File: src/rtl/regfile_pkg.sv
// Shared types and constants for the register-file write-back path.
`ifndef WORD_SIZE
`define WORD_SIZE 8
`endif
`ifndef NUM_REGISTERS
`define NUM_REGISTERS 16
`endif

package regfile_pkg;

    localparam int RF_WORD_SIZE  = `WORD_SIZE;
    localparam int RF_COUNT      = `NUM_REGISTERS;
    localparam int RF_COUNT_BITS = $clog2(RF_COUNT);

    // Requester IDs in the default three-way configuration
    localparam int REQ_ALU = 0;
    localparam int REQ_MEM = 1;
    localparam int REQ_DBG = 2;

    // One write-back request as carried on the flattened buses
    typedef struct packed {
        logic [RF_COUNT_BITS-1:0] idx;
        logic [RF_WORD_SIZE-1:0]  data;
    } wb_req_t;

    // Saturating increment for the 16-bit accepted-write counter
    function automatic logic [15:0] sat_inc16(input logic [15:0] v);
        return (v == 16'hFFFF) ? v : v + 16'd1;
    endfunction

endpackage

File: src/rtl/regfile_wb_arbiter_if.sv
// Requester handshake and register-file write port bundle.
interface regfile_wb_arbiter_if #(
    parameter int NUM_REQ    = 3,
    parameter int WORD_SIZE  = 8,
    parameter int COUNT_BITS = 4
);
    localparam int PTR_W = $clog2(NUM_REQ);

    logic [NUM_REQ-1:0]            req_valid;
    logic [NUM_REQ*COUNT_BITS-1:0] req_idx;
    logic [NUM_REQ*WORD_SIZE-1:0]  req_data;
    logic [NUM_REQ-1:0]            req_ready;
    logic                          hold;
    logic                          wr_en;
    logic [COUNT_BITS-1:0]         wr_idx;
    logic [WORD_SIZE-1:0]          wr_data;
    logic [PTR_W-1:0]              last_grant;
    logic [15:0]                   grant_count;

    modport master (
        output req_valid, req_idx, req_data, hold,
        input  req_ready, wr_en, wr_idx, wr_data, last_grant, grant_count
    );

    modport slave (
        input  req_valid, req_idx, req_data, hold,
        output req_ready, wr_en, wr_idx, wr_data, last_grant, grant_count
    );
endinterface

File: src/rtl/rr_arbiter.sv
// Combinational round-robin pick: first valid requester at or after ptr.
module rr_arbiter #(
    parameter int NUM_REQ = 3,
    localparam int PTR_W  = $clog2(NUM_REQ)
) (
    input  logic [NUM_REQ-1:0] valid,
    input  logic [PTR_W-1:0]   ptr,
    output logic [NUM_REQ-1:0] gnt,
    output logic [PTR_W-1:0]   gnt_idx,
    output logic               any
);

    // Scan from ptr upward with wrap, keep the first valid hit
    always_comb begin
        int               sum;
        logic [PTR_W-1:0] c;
        gnt     = '0;
        gnt_idx = '0;
        any     = 1'b0;
        sum     = 0;
        c       = '0;
        for (int k = 0; k < NUM_REQ; k++) begin
            sum = int'(ptr) + k;
            if (sum >= NUM_REQ) sum = sum - NUM_REQ;
            c = PTR_W'(sum);
            if (!any && valid[c]) begin
                any     = 1'b1;
                gnt[c]  = 1'b1;
                gnt_idx = c;
            end
        end
    end

endmodule

File: src/rtl/regfile_wb_arbiter.sv
// Round-robin arbiter sharing the register-file write port among requesters,
// with a one-entry registered write stage feeding en_write/idx_write/data_in.
module regfile_wb_arbiter
    import regfile_pkg::*;
#(
    parameter int  WORD_SIZE  = RF_WORD_SIZE,
    parameter int  COUNT      = RF_COUNT,
    parameter int  NUM_REQ    = 3,
    localparam int COUNT_BITS = $clog2(COUNT),
    localparam int PTR_W      = $clog2(NUM_REQ)
) (
    input logic                  clk,
    input logic                  rst,
    regfile_wb_arbiter_if.slave  bus
);

    wb_req_t              reqs [NUM_REQ];
    logic [NUM_REQ-1:0]   valid_masked;
    logic [NUM_REQ-1:0]   gnt;
    logic [PTR_W-1:0]     gnt_idx;
    logic                 xfer;

    logic                 wr_en_d, wr_en_q;
    wb_req_t              stage_d, stage_q;
    logic [PTR_W-1:0]     ptr_d, ptr_q;
    logic [PTR_W-1:0]     last_grant_d, last_grant_q;
    logic [15:0]          grant_count_d, grant_count_q;

    // Unpack the flattened request buses into per-requester entries
    always_comb begin
        for (int i = 0; i < NUM_REQ; i++) begin
            reqs[i].idx  = bus.req_idx[i*COUNT_BITS +: COUNT_BITS];
            reqs[i].data = bus.req_data[i*WORD_SIZE +: WORD_SIZE];
        end
    end

    // No grants while held or in reset; the pointer still selects the order
    assign valid_masked = bus.req_valid & {NUM_REQ{~bus.hold & ~rst}};

    rr_arbiter #(.NUM_REQ(NUM_REQ)) u_rr (
        .valid   (valid_masked),
        .ptr     (ptr_q),
        .gnt     (gnt),
        .gnt_idx (gnt_idx),
        .any     (xfer)
    );

    assign bus.req_ready = gnt;

    // Next-state: load the stage on a transfer, otherwise pulse wr_en low
    always_comb begin
        wr_en_d       = 1'b0;
        stage_d       = stage_q;
        ptr_d         = ptr_q;
        last_grant_d  = last_grant_q;
        grant_count_d = grant_count_q;
        if (xfer) begin
            wr_en_d       = 1'b1;
            stage_d       = reqs[gnt_idx];
            ptr_d         = (gnt_idx == PTR_W'(NUM_REQ - 1)) ? '0 : gnt_idx + 1'b1;
            last_grant_d  = gnt_idx;
            grant_count_d = sat_inc16(grant_count_q);
        end
    end

    // State registers; reset drops any accepted-but-unwritten entry
    always_ff @(posedge clk) begin
        if (rst) begin
            wr_en_q       <= 1'b0;
            stage_q       <= '0;
            ptr_q         <= '0;
            last_grant_q  <= '0;
            grant_count_q <= '0;
        end else begin
            wr_en_q       <= wr_en_d;
            stage_q       <= stage_d;
            ptr_q         <= ptr_d;
            last_grant_q  <= last_grant_d;
            grant_count_q <= grant_count_d;
        end
    end

    assign bus.wr_en       = wr_en_q;
    assign bus.wr_idx      = stage_q.idx;
    assign bus.wr_data     = stage_q.data;
    assign bus.last_grant  = last_grant_q;
    assign bus.grant_count = grant_count_q;

endmodule
File: src/flat_wrapper.sv
// flat-port wrapper written by rule: the top's interface ports become plain ports
module regfile_wb_arbiter_flat import regfile_pkg::*;
#(
    parameter int  WORD_SIZE  = RF_WORD_SIZE,
    parameter int  COUNT      = RF_COUNT,
    parameter int  NUM_REQ    = 3,
    localparam int COUNT_BITS = $clog2(COUNT),
    localparam int PTR_W      = $clog2(NUM_REQ)
)
  (clk, rst, bus_req_valid, bus_req_idx, bus_req_data, bus_hold, bus_req_ready, bus_wr_en, bus_wr_idx, bus_wr_data, bus_last_grant, bus_grant_count);
  regfile_wb_arbiter_if #(.NUM_REQ(NUM_REQ), .WORD_SIZE(WORD_SIZE)) bus_i ();
  input logic clk;
  input logic rst;
  input wire logic [$bits(bus_i.req_valid)-1:0] bus_req_valid;
  input wire logic [$bits(bus_i.req_idx)-1:0] bus_req_idx;
  input wire logic [$bits(bus_i.req_data)-1:0] bus_req_data;
  input wire logic [$bits(bus_i.hold)-1:0] bus_hold;
  output wire logic [$bits(bus_i.req_ready)-1:0] bus_req_ready;
  output wire logic [$bits(bus_i.wr_en)-1:0] bus_wr_en;
  output wire logic [$bits(bus_i.wr_idx)-1:0] bus_wr_idx;
  output wire logic [$bits(bus_i.wr_data)-1:0] bus_wr_data;
  output wire logic [$bits(bus_i.last_grant)-1:0] bus_last_grant;
  output wire logic [$bits(bus_i.grant_count)-1:0] bus_grant_count;
  assign bus_i.req_valid = bus_req_valid;
  assign bus_i.req_idx = bus_req_idx;
  assign bus_i.req_data = bus_req_data;
  assign bus_i.hold = bus_hold;
  assign bus_req_ready = bus_i.req_ready;
  assign bus_wr_en = bus_i.wr_en;
  assign bus_wr_idx = bus_i.wr_idx;
  assign bus_wr_data = bus_i.wr_data;
  assign bus_last_grant = bus_i.last_grant;
  assign bus_grant_count = bus_i.grant_count;
  regfile_wb_arbiter #(.WORD_SIZE(WORD_SIZE), .COUNT(COUNT), .NUM_REQ(NUM_REQ)) u_core (.clk(clk), .rst(rst), .bus(bus_i));
endmodule
File: config.mk
export PLATFORM = sky130hd
export DESIGN_NAME = regfile_wb_arbiter_flat
export DESIGN_NICKNAME = d
export VERILOG_FILES = /design/src/rtl/regfile_pkg.sv /design/src/rtl/regfile_wb_arbiter_if.sv /design/src/rtl/rr_arbiter.sv /design/src/rtl/regfile_wb_arbiter.sv /design/src/flat_wrapper.sv
export SDC_FILE = /design/constraint.sdc
export NUM_CORES = 1
export LEC_CHECK = 0
export ABC_AREA = 1
export CAP_MARGIN = 30
export CORE_MARGIN = 3
export CORE_UTILIZATION = 33
export DETAILED_ROUTE_END_ITERATION = 10
export PLACE_DENSITY = 0.65
export SLEW_MARGIN = 0
export SYNTH_ARGS = -nofsm -noshare
export SYNTH_HDL_FRONTEND = slang
export SYNTH_SLANG_ARGS = --single-unit
export TNS_END_PERCENT = 5
File: constraint.sdc
create_clock -name clk -period 1.9 [get_ports clk]
set_clock_uncertainty 0.1 [all_clocks]
set_input_delay 0.38 -clock clk [delete_from_list [all_inputs] [get_ports clk]]
set_output_delay 0.38 -clock clk [all_outputs]
set_load 0.02 [all_outputs]
==> impl_metrics.py <==
# Metrics from the implementation run
metrics = {
    "outcome": {
        "status": "finished with violations",
        "violations": "setup timing",
    },
    "clock_network": {
        "cts_setup_buffers": 2,
        "cts_tree": "yes",
        "clkLatencyLatePin_ps": 280,
        "hold_buffers": 0,
    },
    "min_path": {
        "hold_class": "flip-flop to flip-flop",
        "holdPathEnd": "u_core.bus.last_grant[1]",
    },
    "pwr": {
        "total_power_w": 0.004823,
        "leakage_nw": 1.511,
    },
    "critical_path": {
        "crit_end": "bus_req_ready[0]",
        "reg2reg_depth": 16,
        "cp_max_fo": 4,
    },
    "finish": {
        "fin_cells": 494,
        "syn2layout_area_growth_pct": 76.32,
        "sh_comb_area": 0.3788,
    },
    "sta": {
        "worst_slack_ps": -325.5,
        "setup_violations": 35,
        "max-slew-margin-rel": 0.7497,
        "min_period_ps": 2225,
    },
    "synth": {
        "logic_family": "simple AND/OR/NAND/NOR gates",
        "netlist_area_sq_um": 2008,
        "top_cells_by_count": "97 x nand2_1, 34 x inv_1, 33 x dfxtp_1",
        "edf_count": 0,
        "muxShareOfSynthArea": 0,
        "ys_chip_area_sq_um": 2008,
    },
    "die": {
        "dieArea_sq_um": 7058,
    },
}
[per-layer routing]
metal,vias up,wire [um]
li1,1213,-
met1,1038,2627
met2,66,2993
met3,4,428
met4,0,42
met5,-,0
[worst max-delay path, cell delays in order (launching register included)]
cell	delay (ps)
dfxtp_2	350
ha_4	270
inv_4	70
nand3_4	90
nand2_2	110
nand2_4	60
nand2_4	90
nand3_4	90
o221ai_2	160
buf_4	170
[where the power goes]
group	switching (W)	internal [W]	total [W]
clock	0.000262	0.000426	0.000688
combinational	0.00162	0.00152	0.00315
sequential	0.0000954	0.000891	0.000986
[registers in the layout, indices dropped and copies added, names as in the netlist]
signal and flops:
u_core.ptr_q 2, u_core.bus.wr_idx 4, u_core.bus.grant_count 16, u_core.bus.last_grant 2, u_core.bus.wr_data 8, u_core.bus.wr_en 1
Figure 1. M1 wires.
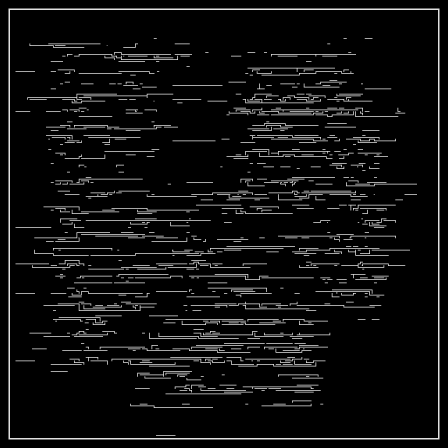
The wires run mostly horizontal. The longest straight run is 24.4 um. 410 nets have wire on it.
routed vias: 2,321
met1 Track Usage GR: 0.1943
total routed wirelength: 6.091 mm

Figure 2. M2 wires.
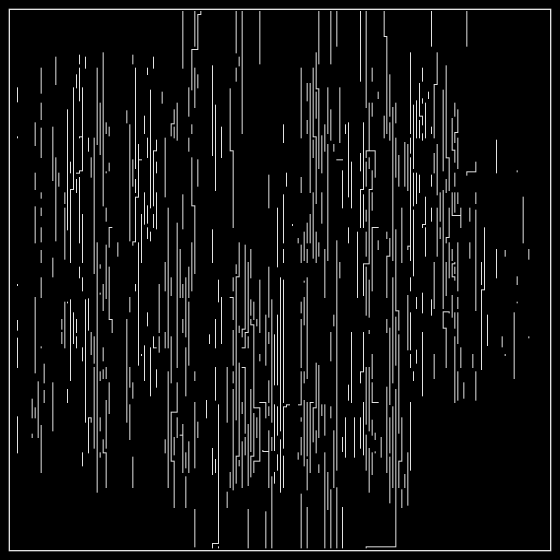
The layer carries 2,990 um of wire. The wires run mostly vertical.
grt met2 use: 0.3167

Figure 3. Met3 routing.
Scale bar: 20 um.
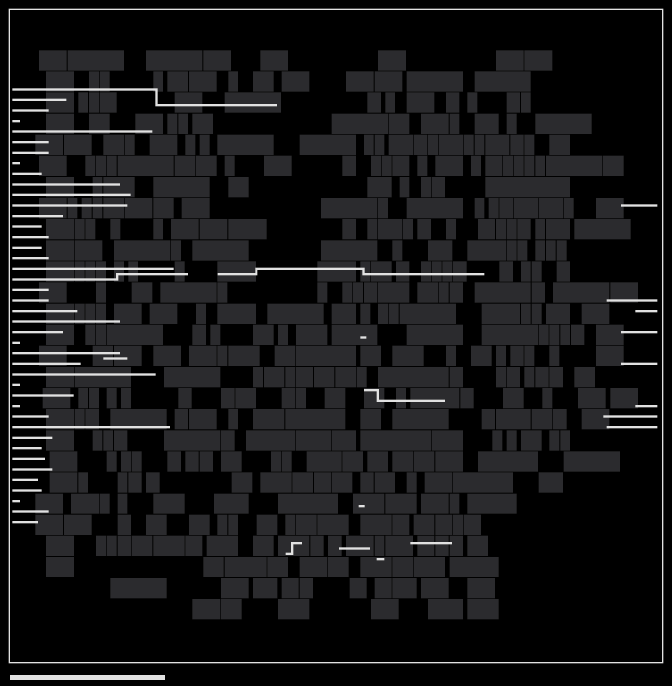
The longest straight run is 20.5 um. The wires run mostly horizontal. The layer carries 429 um of wire. 57 nets have wire on it.
met3 Track Usage GR: 0.05429

Figure 4. Routing congestion.
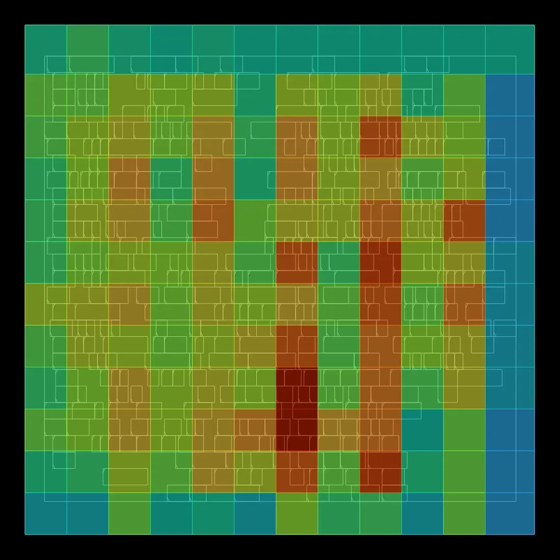
WL per Instance: 12.33 um
all-layer global routing usage: 0.1705
final core occ: 0.6202

Figure 5. Sequential cells coloured by netlist name.
Scale bar: 20 um. Other sequential cells in the stronger grey, the rest of the logic in the fainter grey.
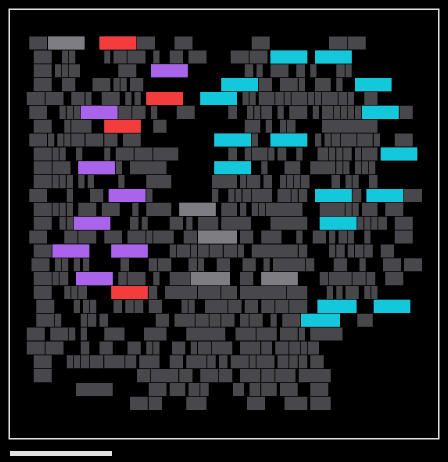
Cyan is u_core.bus.grant_count, sequential cells 16. Red is u_core.bus.wr_idx, sequential cells 4. Purple is u_core.bus.wr_data, sequential cells 8, where middle left.
Sequential Area: 665.6 sq um
Seq/total area: 0.1880

Power is estimated from default activity; no workload was simulated.
